<file path="src/rtl/sd_pkg.sv">
// rtl/sd_pkg.sv - shared state encodings and defaults for the serializer/detector family
package sd_pkg;

  typedef enum logic {
    IDLE  = 1'b0,
    SHIFT = 1'b1
  } sd_state_t;

  typedef enum logic [1:0] {
    DET_S0  = 2'd0,
    DET_S1  = 2'd1,
    DET_S10 = 2'd2
  } sd_det_state_t;

  localparam int   SD_WIDTH    = 8;
  localparam logic SD_IDLE_BIT = 1'b0;

endpackage

</file>
<file path="src/rtl/sd_bit_serializer.sv">
// rtl/sd_bit_serializer.sv - WIDTH-bit word to serial bit stream, MSB first
// unless SD_SER_LSB_FIRST_EN is defined (then LSB first).
module sd_bit_serializer
  import sd_pkg::*;
#(
  parameter int   WIDTH    = SD_WIDTH,
  parameter logic IDLE_BIT = SD_IDLE_BIT
) (
  input  logic             clk,
  input  logic             rst,
  input  logic [WIDTH-1:0] load_data,
  input  logic             load_valid,
  output logic             load_ready,
  output logic             dout,
  output logic             dout_valid,
  output logic             last_bit,
  output logic             busy
);

  localparam int CW = $clog2(WIDTH);

  sd_state_t        r_state;
  logic [CW-1:0]    r_cnt;
  logic [WIDTH-1:0] r_sreg;
  logic             r_dout;
  logic             r_dout_valid;

  logic             w_accept;
  logic             w_first_bit;
  logic             w_next_bit;
  logic [WIDTH-1:0] w_next_sreg;

`ifdef SD_SER_LSB_FIRST_EN
  assign w_first_bit = load_data[0];
  assign w_next_bit  = r_sreg[1];
  assign w_next_sreg = {1'b0, r_sreg[WIDTH-1:1]};
`else
  assign w_first_bit = load_data[WIDTH-1];
  assign w_next_bit  = r_sreg[WIDTH-2];
  assign w_next_sreg = {r_sreg[WIDTH-2:0], 1'b0};
`endif

  // Ready on the final bit lets the next word follow with no bubble.
  assign load_ready = !rst && ((r_state == IDLE) || ((r_state == SHIFT) && (r_cnt == '0)));
  assign w_accept   = load_valid && load_ready;
  assign last_bit   = (r_state == SHIFT) && (r_cnt == '0);
  assign busy       = (r_state == SHIFT);
  assign dout       = r_dout;
  assign dout_valid = r_dout_valid;

  always_ff @(posedge clk) begin
    if (rst) begin
      r_state      <= IDLE;
      r_cnt        <= '0;
      r_sreg       <= '0;
      r_dout       <= IDLE_BIT;
      r_dout_valid <= 1'b0;
    end else if (w_accept) begin
      r_state      <= SHIFT;
      r_cnt        <= CW'(WIDTH - 1);
      r_sreg       <= load_data;
      r_dout       <= w_first_bit;
      r_dout_valid <= 1'b1;
    end else if (r_state == SHIFT) begin
      if (r_cnt != '0) begin
        r_cnt  <= r_cnt - 1'b1;
        r_sreg <= w_next_sreg;
        r_dout <= w_next_bit;
      end else begin
        r_state      <= IDLE;
        r_dout       <= IDLE_BIT;
        r_dout_valid <= 1'b0;
      end
    end
  end

endmodule

</file>
<file path="config.mk">
export PLATFORM = sky130hd
export DESIGN_NAME = sd_bit_serializer
export DESIGN_NICKNAME = d
export VERILOG_FILES = /design/src/rtl/sd_pkg.sv /design/src/rtl/sd_bit_serializer.sv
export SDC_FILE = /design/constraint.sdc
export NUM_CORES = 1
export LEC_CHECK = 0
export CAP_MARGIN = 25
export CORE_UTILIZATION = 50
export CTS_CLUSTER_SIZE = 10
export DETAILED_ROUTE_END_ITERATION = 10
export GPL_TIMING_DRIVEN = 0
export PLACE_DENSITY = 0.84
export SYNTH_ARGS = -nofsm -noshare
export SYNTH_HDL_FRONTEND = slang
export SYNTH_SLANG_ARGS = --single-unit
</file>
<file path="constraint.sdc">
create_clock -name clk -period 4.3 [get_ports clk]
set_clock_uncertainty 0.1 [all_clocks]
set_input_delay 0.43 -clock clk [delete_from_list [all_inputs] [get_ports clk]]
set_output_delay 0.43 -clock clk [all_outputs]
set_load 0.1 [all_outputs]
</file>
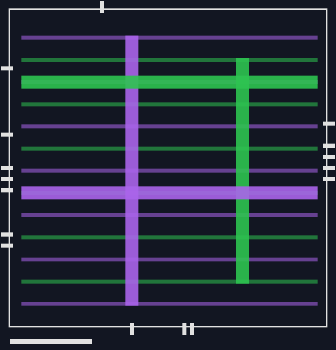
**Above:** power grid.
Scale bar: 10 um. Pins as bars on the die edge.
VDD -> green
VSS -> purple
rows = 12
met4 straps = 2
chip height: 38.8 um
core area: 0.00119 mm^2

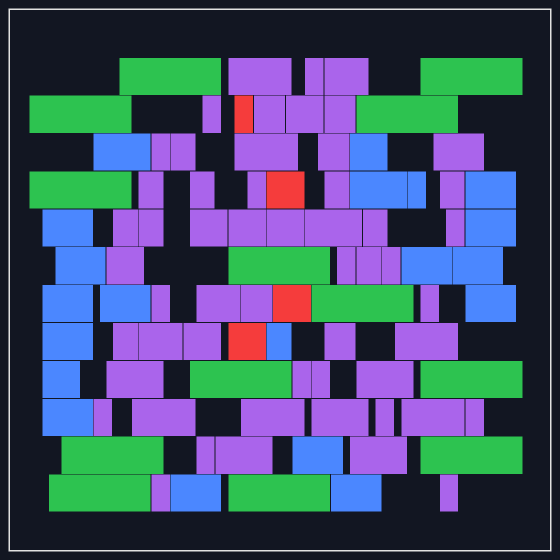
**Above:** cell classes on the final placement.
combinational and other logic -> purple  # cells 54, share of their area 44%
remaining buffers and delay cells -> blue  # cells 20, share of their area 22%
sequential cells -> green  # cells 13, share of their area 31%
clock drivers and dummy loads -> red  # cells 4, share of their area 3.1%
fraction of area in registers: 30.3%
final core utilization: 72.5%
Final Cell Area: 860 um^2
Row Count: 12

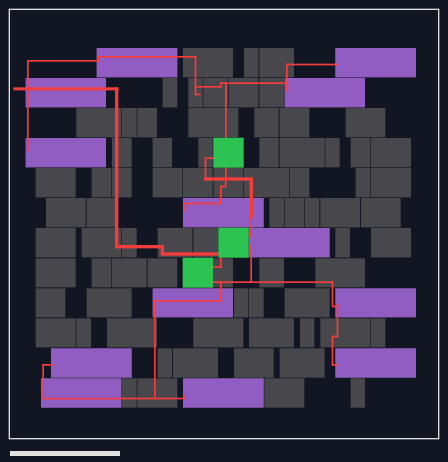
**Above:** clock network drawn from the DEF.
Scale bar: 10 um.
clock drivers -> green  # count 3
clock wires -> red  # length 174 um
flip-flops -> purple  # count 13
routed clock nets = 4
flops lie = all over the die
Clk power: 0.0747 mW
Clock Latency Late Sink: 270 ps
clock share of power: 23.5%

state kept, by name, summed over array words and instances, names as in the netlist:
register,count
dout,1
r_cnt,3
busy,1
r_sreg,7
dout_valid,1
critical path, cell delays in order:
cell	delay [ps]
clkdlybuf4s50_1	570
clkbuf_1	440
nor2_1	90
clkdlybuf4s50_1	980
worst paths after layout:
kind | startpoint | to | cells past startpoint
max | rst | load_ready | 4
min | r_sreg[5]$_SDFFE_PP0P_ | r_sreg[6]$_SDFFE_PP0P_ | 2
max reg2reg | r_cnt[0]$_SDFFE_PP0P_ | r_sreg[5]$_SDFFE_PP0P_ | 6
min reg2reg | r_sreg[5]$_SDFFE_PP0P_ | r_sreg[6]$_SDFFE_PP0P_ | 2
logic make-up after synthesis:
| family | synth area share (%) |
|---|---|
| DFF | 38.5 |
| muxes | 1.48 |
| adders and majority gates | 3.70 |
| AOI/OAI and AO/OA | 30.6 |
| buffers and inverters | 12.2 |
| and+or+nand+nor | 13.5 |
stage by stage:
stage	utilization (%)	total power, mW
after floorplan	-	0.219
after global placement	70.3	0.244
after detailed placement	70.3	0.246
after CTS	72.5	0.320
after global routing	72.5	0.333
final	72.5	0.318
cell usage in the layout (no fill, tap or decap), drive strengths merged:
| cell | instances |
|---|---|
| nor2 | 5 |
| nand2b | 1 |
| a31o | 1 |
| mux2i | 1 |
| nand2 | 5 |
| clkbuf | 5 |
| o221a | 5 |
| o211ai | 1 |
| dfxtp | 13 |
| buf | 5 |
| o21ai | 3 |
| a31oi | 1 |
| a32oi | 1 |
| ha | 2 |
| inv | 9 |
| a21oi | 3 |
| nand3b | 1 |
| nor3 | 4 |
| a221oi | 1 |
| clkdlybuf4s50 | 14 |
| a211oi | 8 |
| nor2b | 2 |
==> out/qor.yml <==
placement:
  gp_congestion: 0.735
  preCtsSetupSlack_ps: 1250
  dp_cells: 101
  placed_cell_area_um2: 833
  dp_hpwl_um: 961
  portBuffers: 14
power_and_ir_drop:
  power_frac_seq_pct: 43.2
  power_leader: "sequential cells"
  power_switching_mw: 0.110
  internal_power_mw: 0.208
  pg_seq_mw: 0.137
  power.switching_fraction_pct: 34.6
  comb_power_share_pct: 33.4
  worst_ir_drop_vdd_uv: 243
  power.density_mw_per_mm2: 370
  p_comb_mw: 0.106
  p_leak_nw: 0.321
finish:
  n_all_buffers: 20
  final_cells: 105
  inv_count: 9
  nClkBuffers: 4
  biggestCellCategory: "logic gates"
  diodes: 0
  comb_cells: 45
  buf_share_pct: 21.7
  seq_cell_count: 13
  drive_gt1_share_pct: 16.5
  regArea_um2: 260
  fin_nets: 105
  clkCellAreaFrac_pct: 3.06
  mi_logic_area_um2: 333
  fill_cells: 93
  comb_share_pct: 38.7
  area_delta_synth_final_pct: 27.2
clock_tree:
  clk_pin_slew_worst_paths_ps: 80
  clk_path_buf_depth: 2
  cts_hold_buffers: 0
  ctsResizeCount: 0
  clock_sinks: 13
  numCtsBuffers: 3
  cts_root_buf: "clkbuf_4"
  h-tree-depth: 1
  tritoncts: "built"
  cts_setup_buffers: 0
worst_setup_path:
  worstSetupPathType: "input port to output port"
  rrSetupSlack_ps: 2800
  cp.required_ps: 3770
  critPathMaxFanout: 10
  worstPathArrival_ps: 2520
  endpoint_kind: "output port"
  start_kind: "input port"
run_status:
  status: "finished, final reports clean"
routing:
  wl_met1_um: 671
  wire_per_inst_um: 13.0
  drc: 0
  final_antenna_net_count: 0
  drt_iter0_markers: 13
  dr.pass1.iters: 4
  dr_wl_met3_um: 69
  vias_per_cell: 5.67
  drt_wl_total_um: 1370
  num_vias: 595
  routed.top_layer: "met4"
  wl_met2_um: 610
global_route:
  grt_pass1_vias: 522
  top_usage_layer: "met2"
  use_met1_pct: 26.9
  grt-ovfl-total: 0
  use_met3_pct: 3.47
  grt_first_pass_wirelength_um: 2190
  met2_usage_pct: 35.0
  gr-usage-all-layers_pct: 21.0
  grt_max_degree: 11
  antenna_found_initial: 0
timing:
  fin_setup_tns_ps: 0
  setup_ws_ps: 1250
  post-route-period-util_pct: 70.9
  rsz0062_at_grt: "false"
  hold_viol_final: 0
  relSlewSlack_pct: 34.1
  fmaxAchievable_mhz: 328
  hold_slack_ps: 380
  finalMaxSlewViolations: 0
  finalSetupViolCount: 0
  worst_pin_slew_ps: 985
  min_period_ps: 3050
synth:
  yosys_warnings: 0
  synth-edff-count: 0
  ys_ff: 13
  synth-seq-area-share_pct: 38.5
  synthFlopType: "dfxtp_1"
  syn_avg_cell_area_um2: 9.26
  top_cell_area_share_pct: 38.5
  ys_cells: 73
  synth-area-yosys_um2: 676
  top_cells_by_count: "dfxtp_1 (13), inv_1 (8), nand2_1 (5), o221a_1 (5)"
  area_leaders: "dfxtp_1 (39%), o221a_1 (8.3%), a211oi_2 (7.4%)"
  syn_inst: 73
  fp_nets: 86
  largest_area_cell: "dfxtp_1"
  ys_types: 26
  synth_async_sr_flop_share_pct: 0
  yosysMostFrequentCell: "dfxtp_1"
  synth_area_um2: 676
run:
  drv.max_cap_violation_count: 0
  warnings: 27
worst_hold_path:
  hp-class: "flop to flop"
die:
  dieArea_mm2: 0.00150
  die_w_um: 38.8
  initCoreUtil_pct: 57.0
  taps: 14
  num_io_pins: 16
Power figures rest on the tool's default switching activity, not on a simulated workload.
